Run 1, port wiring:
The bar under the picture is 20 um long.
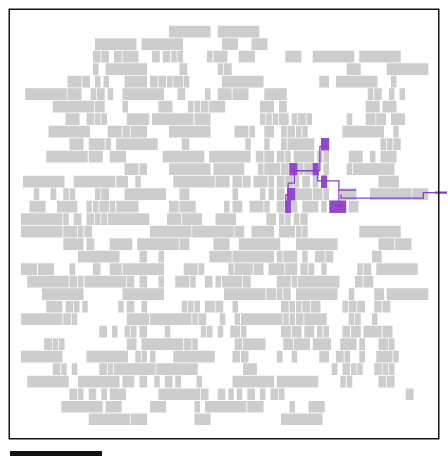
Run 1, register map, names as in the netlist:
The bar under the picture is 20 um long.
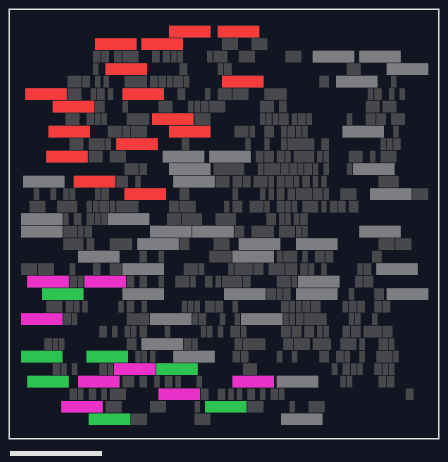
Run 1, track usage over the die:
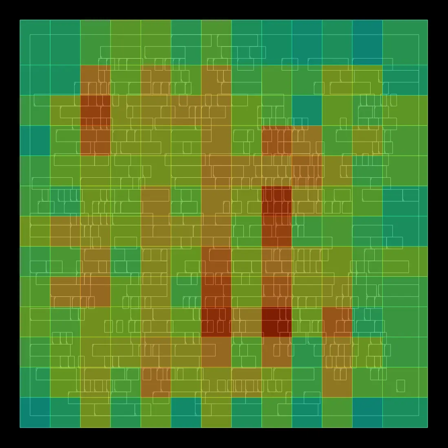
==> src/rtl/fsk_rx_ctrl.sv <==
// fsk_rx_ctrl: receive sequencer and half-duplex channel arbiter for fsk_dem.
// Hunts a sync word on bit-window strobes, assembles length + payload bytes
// MSB-first and hands payload out over a one-entry valid/ready buffer.
// Optional feature macro: FSK_RX_CHKSUM_EN adds a trailing XOR checksum byte.
module fsk_rx_ctrl #(
    parameter int unsigned        WIN_LEN   = 16,
    parameter int unsigned        SYNC_W    = 16,
    parameter logic [SYNC_W-1:0]  SYNC_WORD = 16'hA5C3,
    parameter int unsigned        MAX_LEN   = 32,
    parameter int unsigned        GUARD_CYC = 32
) (
    input  logic       sysclk,
    input  logic       reset,
    input  logic       rx_en,
    input  logic       tx_req,
    input  logic       tx_done,
    input  logic       sig_reb,
    output logic       trans_enable,
    output logic       tx_grant,
    output logic [7:0] rx_data,
    output logic       rx_valid,
    input  logic       rx_ready,
    output logic       frame_done,
    output logic       frame_err,
    output logic       rx_busy
);

    localparam int unsigned WCW = (WIN_LEN > 1) ? $clog2(WIN_LEN) : 1;
    localparam int unsigned GCW = $clog2(GUARD_CYC + 1);

    typedef enum logic [2:0] {
        S_OFF,
        S_TX,
        S_GUARD,
        S_HUNT,
        S_LEN,
        S_DATA
`ifdef FSK_RX_CHKSUM_EN
        , S_CHK
`endif
    } state_t;

    state_t             r_state;
    state_t             w_state_nxt;
    state_t             w_exit;
    logic [WCW-1:0]     r_win_cnt;
    logic               r_win_seen;
    logic               w_strobe;
    logic               w_trans_en;
    logic               w_busy;
    logic [SYNC_W-1:0]  r_sync;
    logic [6:0]         r_shift;
    logic [7:0]         w_byte;
    logic [2:0]         r_bit_cnt;
    logic               w_last_bit;
    logic [7:0]         r_byte_cnt;
    logic [7:0]         r_len;
    logic [GCW-1:0]     r_guard_cnt;
    logic [7:0]         r_rx_data;
    logic               r_rx_valid;
    logic               r_frame_done;
    logic               r_frame_err;
    logic               w_load;
    logic               w_done;
    logic               w_err;
    logic               w_entry;
`ifdef FSK_RX_CHKSUM_EN
    logic [7:0]         r_chk;
`endif

    assign w_trans_en = (r_state == S_OFF) || (r_state == S_TX) || (r_state == S_GUARD);
`ifdef FSK_RX_CHKSUM_EN
    assign w_busy     = (r_state == S_LEN) || (r_state == S_DATA) || (r_state == S_CHK);
`else
    assign w_busy     = (r_state == S_LEN) || (r_state == S_DATA);
`endif
    // The first win_cnt==0 after release is a partial window, so strobes wait for a wrap.
    assign w_strobe   = !w_trans_en && r_win_seen && (r_win_cnt == '0);
    assign w_byte     = {r_shift, sig_reb};
    assign w_last_bit = (r_bit_cnt == 3'd7);
    assign w_exit     = tx_req ? S_TX : S_HUNT;
    assign w_entry    = (w_state_nxt != r_state);

    assign trans_enable = w_trans_en;
    assign tx_grant     = (r_state == S_TX);
    assign rx_busy      = w_busy;
    assign rx_data      = r_rx_data;
    assign rx_valid     = r_rx_valid;
    assign frame_done   = r_frame_done;
    assign frame_err    = r_frame_err;

    // State register.
    always_ff @(posedge sysclk or negedge reset) begin
        if (!reset) r_state <= S_OFF;
        else        r_state <= w_state_nxt;
    end

    // Next-state decode plus frame completion / abort / byte-load decisions.
    always_comb begin
        w_state_nxt = r_state;
        w_load      = 1'b0;
        w_done      = 1'b0;
        w_err       = 1'b0;
        case (r_state)
            S_OFF: begin
                if (tx_req)     w_state_nxt = S_TX;
                else if (rx_en) w_state_nxt = S_HUNT;
            end
            S_TX: begin
                if (tx_done) w_state_nxt = S_GUARD;
            end
            S_GUARD: begin
                if (r_guard_cnt == GCW'(GUARD_CYC - 1))
                    w_state_nxt = rx_en ? S_HUNT : S_OFF;
            end
            S_HUNT: begin
                // Sync register is compared the cycle after the strobe that shifted it.
                if (tx_req)                   w_state_nxt = S_TX;
                else if (!rx_en)              w_state_nxt = S_OFF;
                else if (r_sync == SYNC_WORD) w_state_nxt = S_LEN;
            end
            S_LEN: begin
                if (!rx_en) begin
                    w_err       = 1'b1;
                    w_state_nxt = S_OFF;
                end else if (w_strobe && w_last_bit) begin
                    if ((w_byte == 8'd0) || (32'(w_byte) > MAX_LEN)) begin
                        w_err       = 1'b1;
                        w_state_nxt = w_exit;
                    end else begin
                        w_state_nxt = S_DATA;
                    end
                end
            end
            S_DATA: begin
                if (!rx_en) begin
                    w_err       = 1'b1;
                    w_state_nxt = S_OFF;
                end else if (w_strobe && w_last_bit) begin
                    if (r_rx_valid && !rx_ready) begin
                        w_err       = 1'b1;
                        w_state_nxt = w_exit;
                    end else begin
                        w_load = 1'b1;
                        if ((r_byte_cnt + 8'd1) == r_len) begin
`ifdef FSK_RX_CHKSUM_EN
                            w_state_nxt = S_CHK;
`else
                            w_done      = 1'b1;
                            w_state_nxt = w_exit;
`endif
                        end
                    end
                end
            end
`ifdef FSK_RX_CHKSUM_EN
            S_CHK: begin
                if (!rx_en) begin
                    w_err       = 1'b1;
                    w_state_nxt = S_OFF;
                end else if (w_strobe && w_last_bit) begin
                    if (w_byte == r_chk) w_done = 1'b1;
                    else                 w_err  = 1'b1;
                    w_state_nxt = w_exit;
                end
            end
`endif
            default: w_state_nxt = S_OFF;
        endcase
    end

    // Bit-window counter in lockstep with the demodulator's phase.
    always_ff @(posedge sysclk or negedge reset) begin
        if (!reset) begin
            r_win_cnt  <= '0;
            r_win_seen <= 1'b0;
        end else if (w_trans_en) begin
            r_win_cnt  <= '0;
            r_win_seen <= 1'b0;
        end else if (r_win_cnt == WCW'(WIN_LEN - 1)) begin
            r_win_cnt  <= '0;
            r_win_seen <= 1'b1;
        end else begin
            r_win_cnt  <= r_win_cnt + 1'b1;
        end
    end

    // Sync/shift registers, bit/byte/guard counters, length and checksum capture.
    always_ff @(posedge sysclk or negedge reset) begin
        if (!reset) begin
            r_sync      <= '0;
            r_shift     <= '0;
            r_bit_cnt   <= '0;
            r_byte_cnt  <= '0;
            r_len       <= '0;
            r_guard_cnt <= '0;
`ifdef FSK_RX_CHKSUM_EN
            r_chk       <= '0;
`endif
        end else begin
            if ((w_state_nxt == S_HUNT) && (r_state != S_HUNT))
                r_sync <= '0;
            else if ((r_state == S_HUNT) && w_strobe)
                r_sync <= {r_sync[SYNC_W-2:0], sig_reb};

            if (w_busy && w_strobe)
                r_shift <= w_byte[6:0];

            if (w_entry)                r_bit_cnt <= '0;
            else if (w_busy && w_strobe) r_bit_cnt <= r_bit_cnt + 3'd1;

            if (w_entry)     r_byte_cnt <= '0;
            else if (w_load) r_byte_cnt <= r_byte_cnt + 8'd1;

            if (w_entry)                  r_guard_cnt <= '0;
            else if (r_state == S_GUARD)  r_guard_cnt <= r_guard_cnt + 1'b1;

            if ((r_state == S_LEN) && w_strobe && w_last_bit)
                r_len <= w_byte;

`ifdef FSK_RX_CHKSUM_EN
            if ((r_state == S_LEN) && w_strobe && w_last_bit)
                r_chk <= w_byte;
            else if (w_load)
                r_chk <= r_chk ^ w_byte;
`endif
        end
    end

    // One-entry output buffer and registered frame status pulses.
    always_ff @(posedge sysclk or negedge reset) begin
        if (!reset) begin
            r_rx_data    <= '0;
            r_rx_valid   <= 1'b0;
            r_frame_done <= 1'b0;
            r_frame_err  <= 1'b0;
        end else begin
            if (w_load) begin
                r_rx_data  <= w_byte;
                r_rx_valid <= 1'b1;
            end else if (r_rx_valid && rx_ready) begin
                r_rx_valid <= 1'b0;
            end
            r_frame_done <= w_done;
            r_frame_err  <= w_err;
        end
    end

endmodule
==> config.mk <==
export PLATFORM = sky130hd
export DESIGN_NAME = fsk_rx_ctrl
export DESIGN_NICKNAME = d
export VERILOG_FILES = /design/src/rtl/fsk_rx_ctrl.sv
export SDC_FILE = /design/constraint.sdc
export NUM_CORES = 1
export LEC_CHECK = 0
export ABC_AREA = 1
export CAP_MARGIN = 15
export CORE_MARGIN = 2
export CORE_UTILIZATION = 45
export CTS_CLUSTER_SIZE = 14
export DETAILED_ROUTE_END_ITERATION = 16
export SLEW_MARGIN = 20
export SYNTH_ARGS = -nofsm -noshare
export SYNTH_HDL_FRONTEND = slang
export SYNTH_SLANG_ARGS = --single-unit
==> constraint.sdc <==
create_clock -name sysclk -period 4.2 [get_ports sysclk]
set_input_delay 0.63 -clock sysclk [delete_from_list [all_inputs] [get_ports sysclk]]
set_output_delay 0.63 -clock sysclk [all_outputs]
set_load 0.05 [all_outputs]
==> out/summary.txt, run 1 <==
Yosys cell types: 32
Clock transition at path regs: 80 ps
WS Path Type: reg -> out
Hold_ws: 313 ps
YS warnings: 0
Tot Pwr: 1.70 mW
Wl on met1: 3620 um
# rows: 32
Fin crit share: 72.9%
Adder-Cell Fraction of Synth Area: 2.10%
Final Non-Filler Cells: 544
CTS tree: done
CP Depth: 5
Yosys stat area: 3570 sq um
Setup crit start: r_state[2]$_DFF_PN0_
Vias per inst: 5.06
RePlAce Congestion: 0.924
Synth top cell by count: nand2_1
Initial drt markers: 109
Req. time, crit path: 3570 ps
Yosys cell count: 419
DP Wirelength: 4960 um
Post_cts resized: 0
Die ar.: 8670 sq um
Clk network pwr share: 29.6%
Main flop type after synthesis: dfrtp_1
Chip width: 93.1 um
Clk tree area frac: 4.65%
Hold Fails Final Rpt: 0
Total number of vias: 2753
Max cap viols: 0
Min Tclk post-route: 3060 ps
Cts hold-fix bufs: 0
Root Driver: clkbuf_8
Comb area share: 40.6%
Crit-path cells: inv_1 -> nor3_1 -> inv_1 -> nand2_1 -> clkdlybuf4s50_1
CTS Buf Count: 9
Synth Instances: 419
Placed cells: 528
Die Y: 93.1 um
Clk sink count: 67
Clk pwr: 0.504 mW
Layout Skew: 7.13 ps
Largest net degree at the start of global routing: 41
Slew Limit Fails: 0
Ant. Diodes: 0
Met2 wire length: 3070 um
Count of non-CTS buffers in the layout: 21
Met3 routed WL: 246 um
ANT nets after route: 0
Floorplan utilization: 46.2%
Non-clock inverter count in the final layout: 50
Tap Cells: 102
Top power group: sequential cells
Final WL: 7100 um
Fmax: 0.327 GHz
Core area: 7730 sq um
First-pass GRT wire length: 12500 um
Design area: 4010 sq um
Post-Synth XOR/XNOR Area: 2.94%
Share of post-route cells with drive strength above 1: 16.5%
Async set or reset register ratio after synthesis: 100%
Slew @ Worst Pin: 882 ps
Flip-flops: 67
Initial antenna violation count: 0
Top sig layer: met4
Buffering overhead: 5.06%
Combinational Gates: 288
Final setup viols: 0
Slowest cell on crit path: clkdlybuf4s50_1
Met2 Usage GRT: 26.3%
Final WS setup: 1140 ps
Crit path DAT: 2430 ps
Hold/Removal Path Class: in -> async
Vias in the first global route: 2619
Crit path max fanout: 9
DRC Markers: 0
# clk buffers: 10
GR Util met3: 5.48%
Dominant kind of combinational cell: simple AND/OR/NAND/NOR gates
Syn_nets: 432
RR Startpoint: r_byte_cnt[0]$_DFFE_PN0P_
LEAKAGE: 1.86 nW
Slew headroom: 41.1%
Setup crit end kind: output port
Drt pass-1 iters: 4
Reg2Reg Depth: 11
Top post-synthesis cells by count: nand2_1, dfrtp_1, inv_1, nor2_1, o21ai_0
RR Endpoint: r_sync[11]$_DFFE_PN0P_
Crit-path most repeated cell: inv_1
Max stage delay on crit path: 830 ps
RSZ-0062 raised after global routing: false
Cell Area, Placed: 3820 sq um
Layout area overhead: 12.2%
Status: finished clean
VDD IR max: 0.000284 V
Comb area: 1630 sq um
Synth Cell Area: 3570 sq um
Ys flops: 67
Worst Path Buf+Inv: 3
Combinational group power: 0.489 mW
H-tree depth: 3
Synth Area in Compound Gates: 11.2%
Notes on 'port wiring' above:
rx_en -> purple  # bits 1, direction input, edge right, end cells 8, buffers 1, wire 64.4 um
I/O Pins: 21
IO buf count: 20

Notes on 'register map, names as in the netlist' above:
r_shift -> green  # flops 7
rx_data -> magenta  # flops 8, where lower left
r_sync -> red  # flops 16
not coloured = 36
Register Area: 1680 sq um
sequential share of cell area: 41.8%
Core Util, Final: 51.9%
Power Sequential: 0.711 mW

Notes on 'track usage over the die' above:
GRT Util Overall: 18.6%
met1 Use GR: 26.8%
GRT Max-Usage Layer: met1

-- run 1: sequential cells by signal (all words and copies together), names as in the netlist, 3 cells and up --
| name | cells |
|---|---|
| r_state | 3 |
| r_shift | 7 |
| r_bit_cnt | 3 |
| r_guard_cnt | 6 |
| r_win_cnt | 4 |
| r_len | 8 |
| r_sync | 16 |
| rx_data | 8 |
| r_byte_cnt | 8 |
-- run 1: placed cells by master, fill, tap and decap left out, drive strengths merged --
cell type and instances:
clkinv 1, clkdlybuf4s50 19, nand3 33, a21oi 29, nor2 50, clkinvlp 3, buf 2, nand4 8
ha 6, clkbuf 10, nand2 85, xor2 6, and2 1, nor3 8, nor3b 1, o21ai 41
nor4 2, xnor2 6, mux2i 10, dfrtp 67, o22ai 1, or2 1, inv 52
==> run 2, diff against run 1 <==
--- a/config.mk
+++ b/config.mk
@@ -11,6 +11,7 @@
 export CORE_UTILIZATION = 45
 export CTS_CLUSTER_SIZE = 14
 export DETAILED_ROUTE_END_ITERATION = 16
+export PLACE_DENSITY = 0.65
 export SLEW_MARGIN = 20
 export SYNTH_ARGS = -nofsm -noshare
 export SYNTH_HDL_FRONTEND = slang
==> constraint.sdc (replaced) <==
create_clock -name sysclk -period 2.5 [get_ports sysclk]
set_input_delay 0.375 -clock sysclk [delete_from_list [all_inputs] [get_ports sysclk]]
set_output_delay 0.375 -clock sysclk [all_outputs]
set_load 0.05 [all_outputs]
Run 2, track usage over the die:
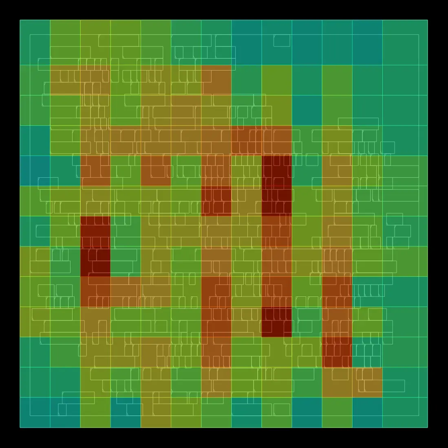
Routed wire per std cell: 12.9 um
met2 Usage GRT: 27.4%
met1 Use GR: 25.1%
GRT Util Overall: 18.2%

Run 2, register map, names as in the netlist:
The bar under the picture is 20 um long.
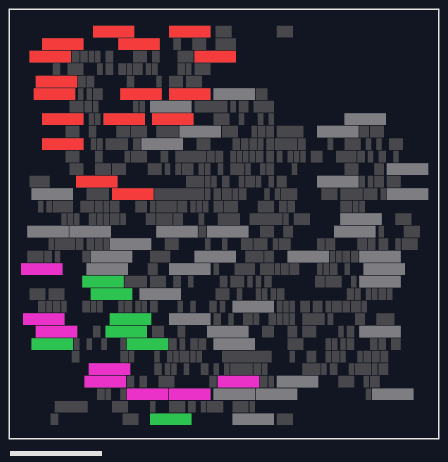
r_sync -> red  # flops 16
r_shift -> green  # flops 7, where lower left
rx_data -> magenta  # flops 8
Power Sequential: 1.19 mW
sequential share of cell area: 40.4%
Core Util, Final: 53.8%

==> run 2 against run 1 <==
Non-clock buffer count up 9. Final cell count rose by 1.5%. Sequential power up 67%. Via count increased by 0.36%. Synthesized cell count did not move. Combinational power is 100% higher. Critical path depth is 9 higher. Die size unchanged. Critical path type is now reg -> reg. Largest cell class unchanged. Largest power group unchanged. Highest routed layer unchanged.
==> out/summary.txt, run 2 <==
Synth top cell by count: nand2_1 (unchanged)
GR Overflow Total: 0 (unchanged)
Fmax: 0.451 GHz
Slew Limit Fails: 0 (unchanged)
Layout Skew: 11.5 ps (was 7.13 ps)
Root Driver: clkbuf_8 (unchanged)
Max cap viols: 0 (unchanged)
Reg2Reg Depth: 14 (was 11)
Stage-log warning count: 27 (unchanged)
Largest Register: r_sync (unchanged)
Yosys cell count: 419 (unchanged)
Top sig layer: met4 (unchanged)
Tot Pwr: 3.16 mW (was 1.70 mW)
Crit path DAT: 2450 ps (was 2430 ps)
Vias in the first global route: 2605 (was 2619)
Die ar.: 8670 sq um (unchanged)
First-pass GRT wire length: 12400 um (was 12500 um)
Fin crit share: 88.7%
Placed cells: 537 (was 528)
Final Non-Filler Cells: 552 (was 544)
Cell Area, Placed: 3930 sq um (was 3820 sq um)
Floorplan utilization: 46.2% (unchanged)
Synth Cell Area: 3570 sq um (unchanged)
Hold_ws: 31.0 ps (was 313 ps)
Area contributors post-synth: dfrtp_1, nand2_1, inv_1 (unchanged)
Largest net degree at the start of global routing: 68 (was 41)
Top Layout Cells: nand2_1, dfrtp_1, inv_1 (unchanged)
Initial antenna violation count: 0 (unchanged)
R2r setup slk: 280 ps (was 1360 ps)
Ant. Diodes: 0 (unchanged)
ANT nets after route: 0 (unchanged)
LEAKAGE: 1.96 nW (was 1.86 nW)
Setup crit start: r_state[0]$_DFF_PN0_ (was r_state[2]$_DFF_PN0_)
Final setup viols: 0 (unchanged)
I/O Pins: 21 (unchanged)
GRT Max-Usage Layer: met2 (was met1)
Combinational Gates: 288 (unchanged)
Max reg flops: 16 (unchanged)
Share of post-route cells with drive strength above 1: 18.4% (was 16.5%)
Main flop type after synthesis: dfrtp_1 (unchanged)
DP Wirelength: 4940 um (was 4960 um)
Post_cts resized: 0 (unchanged)
# rows: 32 (unchanged)
Wl on met1: 3480 um (was 3620 um)
Initial drt markers: 176 (was 109)
Non-clock inverter count in the final layout: 50 (unchanged)
Setup crit end kind: flop (was output port)
RR Endpoint: r_guard_cnt[3]$_DFFE_PN0P_ (was r_sync[11]$_DFFE_PN0P_)
Clock transition at path regs: 80 ps (about the same)
Post-Place Worst Slack: 166 ps (was 1060 ps)
H-tree depth: 3 (unchanged)
Met2 wire length: 3210 um (was 3070 um)
Synth Area in Compound Gates: 11.2% (unchanged)
DRC Markers: 0 (unchanged)
Layout area overhead: 16.3% (was 12.2%)
Comb area: 1640 sq um (was 1630 sq um)
Flip-flops: 67 (unchanged)
Async set or reset register ratio after synthesis: 100% (unchanged)
Post-Synth XOR/XNOR Area: 2.94% (unchanged)
MUX share of area: 2.80% (unchanged)
Clk sink count: 67 (unchanged)
Final WS setup: 283 ps (was 1140 ps)
Chip width: 93.1 um (unchanged)
Yosys stat area: 3570 sq um (unchanged)
Synth Instances: 419 (unchanged)
Buffering overhead: 7.47% (was 5.06%)
CTS Buf Count: 9 (unchanged)
YS warnings: 0 (unchanged)
Yosys cell types: 32 (unchanged)
Dominant kind of combinational cell: simple AND/OR/NAND/NOR gates (unchanged)
Hold Fails Final Rpt: 0 (unchanged)
Adder-Cell Fraction of Synth Area: 2.10% (unchanged)
Req. time, crit path: 2730 ps (was 3570 ps)
Min Tclk post-route: 2220 ps
Count of non-CTS buffers in the layout: 30 (was 21)
Met3 routed WL: 389 um (was 246 um)
Clk tree area frac: 5.15% (was 4.65%)
Vias per inst: 5.01 (was 5.06)
Top post-synthesis cells by count: nand2_1, dfrtp_1, inv_1, nor2_1, o21ai_0 (unchanged)
Die Y: 93.1 um (unchanged)
GR Util met3: 4.92% (was 5.48%)
Register Area: 1680 sq um (unchanged)
Tap Cells: 102 (unchanged)
Final TNS setup: 0 ps (unchanged)
CTS tree: done (unchanged)
Cts hold-fix bufs: 0 (unchanged)
Design area: 4150 sq um (was 4010 sq um)
Yosys top cell by area: dfrtp_1 (unchanged)
Slew headroom: 65.1% (was 41.1%)
Drt pass-1 iters: 4 (unchanged)
RR Startpoint: r_state[0]$_DFF_PN0_ (was r_byte_cnt[0]$_DFFE_PN0P_)
Slew @ Worst Pin: 522 ps (was 882 ps)
Top logic cell by instance count in the layout: nand2_1 (unchanged)
Syn_nets: 432 (unchanged)
Hold/Removal Path Class: in -> async (unchanged)
Status: finished clean (unchanged)
Crit path max fanout: 17 (was 9)
IO buf count: 20 (unchanged)
Core area: 7730 sq um (unchanged)
VDD IR max: 0.000581 V (was 0.000284 V)
Seq/Total Area, Yosys: 46.9% (unchanged)
WS Path Type: reg -> reg (was reg -> out)
Comb area share: 39.4% (was 40.6%)
RePlAce Congestion: 0.834 (was 0.924)
# clk buffers: 9 (was 10)
Ys flops: 67 (unchanged)
Run 2, met1 routing:
The bar under the picture is 20 um long. Supply wires on this layer in grey. Cells faint in the background.
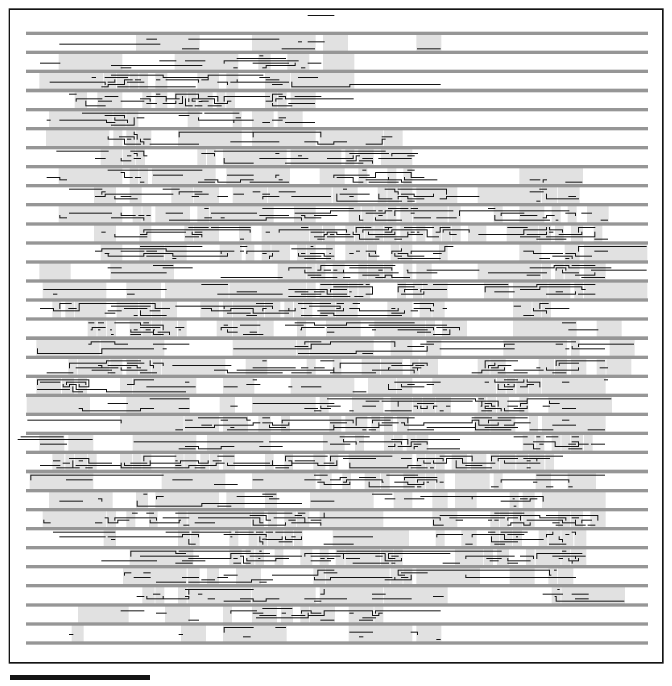
wire length on this layer = 3480 um
share of all routed wire = 49%
longest straight run = 24.4 um
nets with wire on the layer = 421
final WL: 7130 um
total number of vias: 2763

==> run 2: cell counts after synthesis <==
Identical to the previous run, type by type.
==> run 2: report_power, final <==
part	switching, mW	total (mW)	internal, mW	leakage [nW]
registers	0.0670	1.19	1.13	0.913
logic	0.634	0.977	0.343	0.936
clock network	0.433	0.992	0.559	0.106
total	1.13	3.16	2.03	1.96
==> run 2: critical path: stages (launching register included) <==
cell and delay, ps:
dfrtp_1 560, a21oi_2 170, nor2_2 190, nand2_2 100, inv_2 130, o21ai_1 150, o22ai_1 160, nand2_1 80
nand2_1 70, inv_2 50, nand3_1 80, nand2_1 60, nand2_2 80, buf_12 160, nor2_1 50
No activity file was given, so power comes from the tool's default toggle rates.
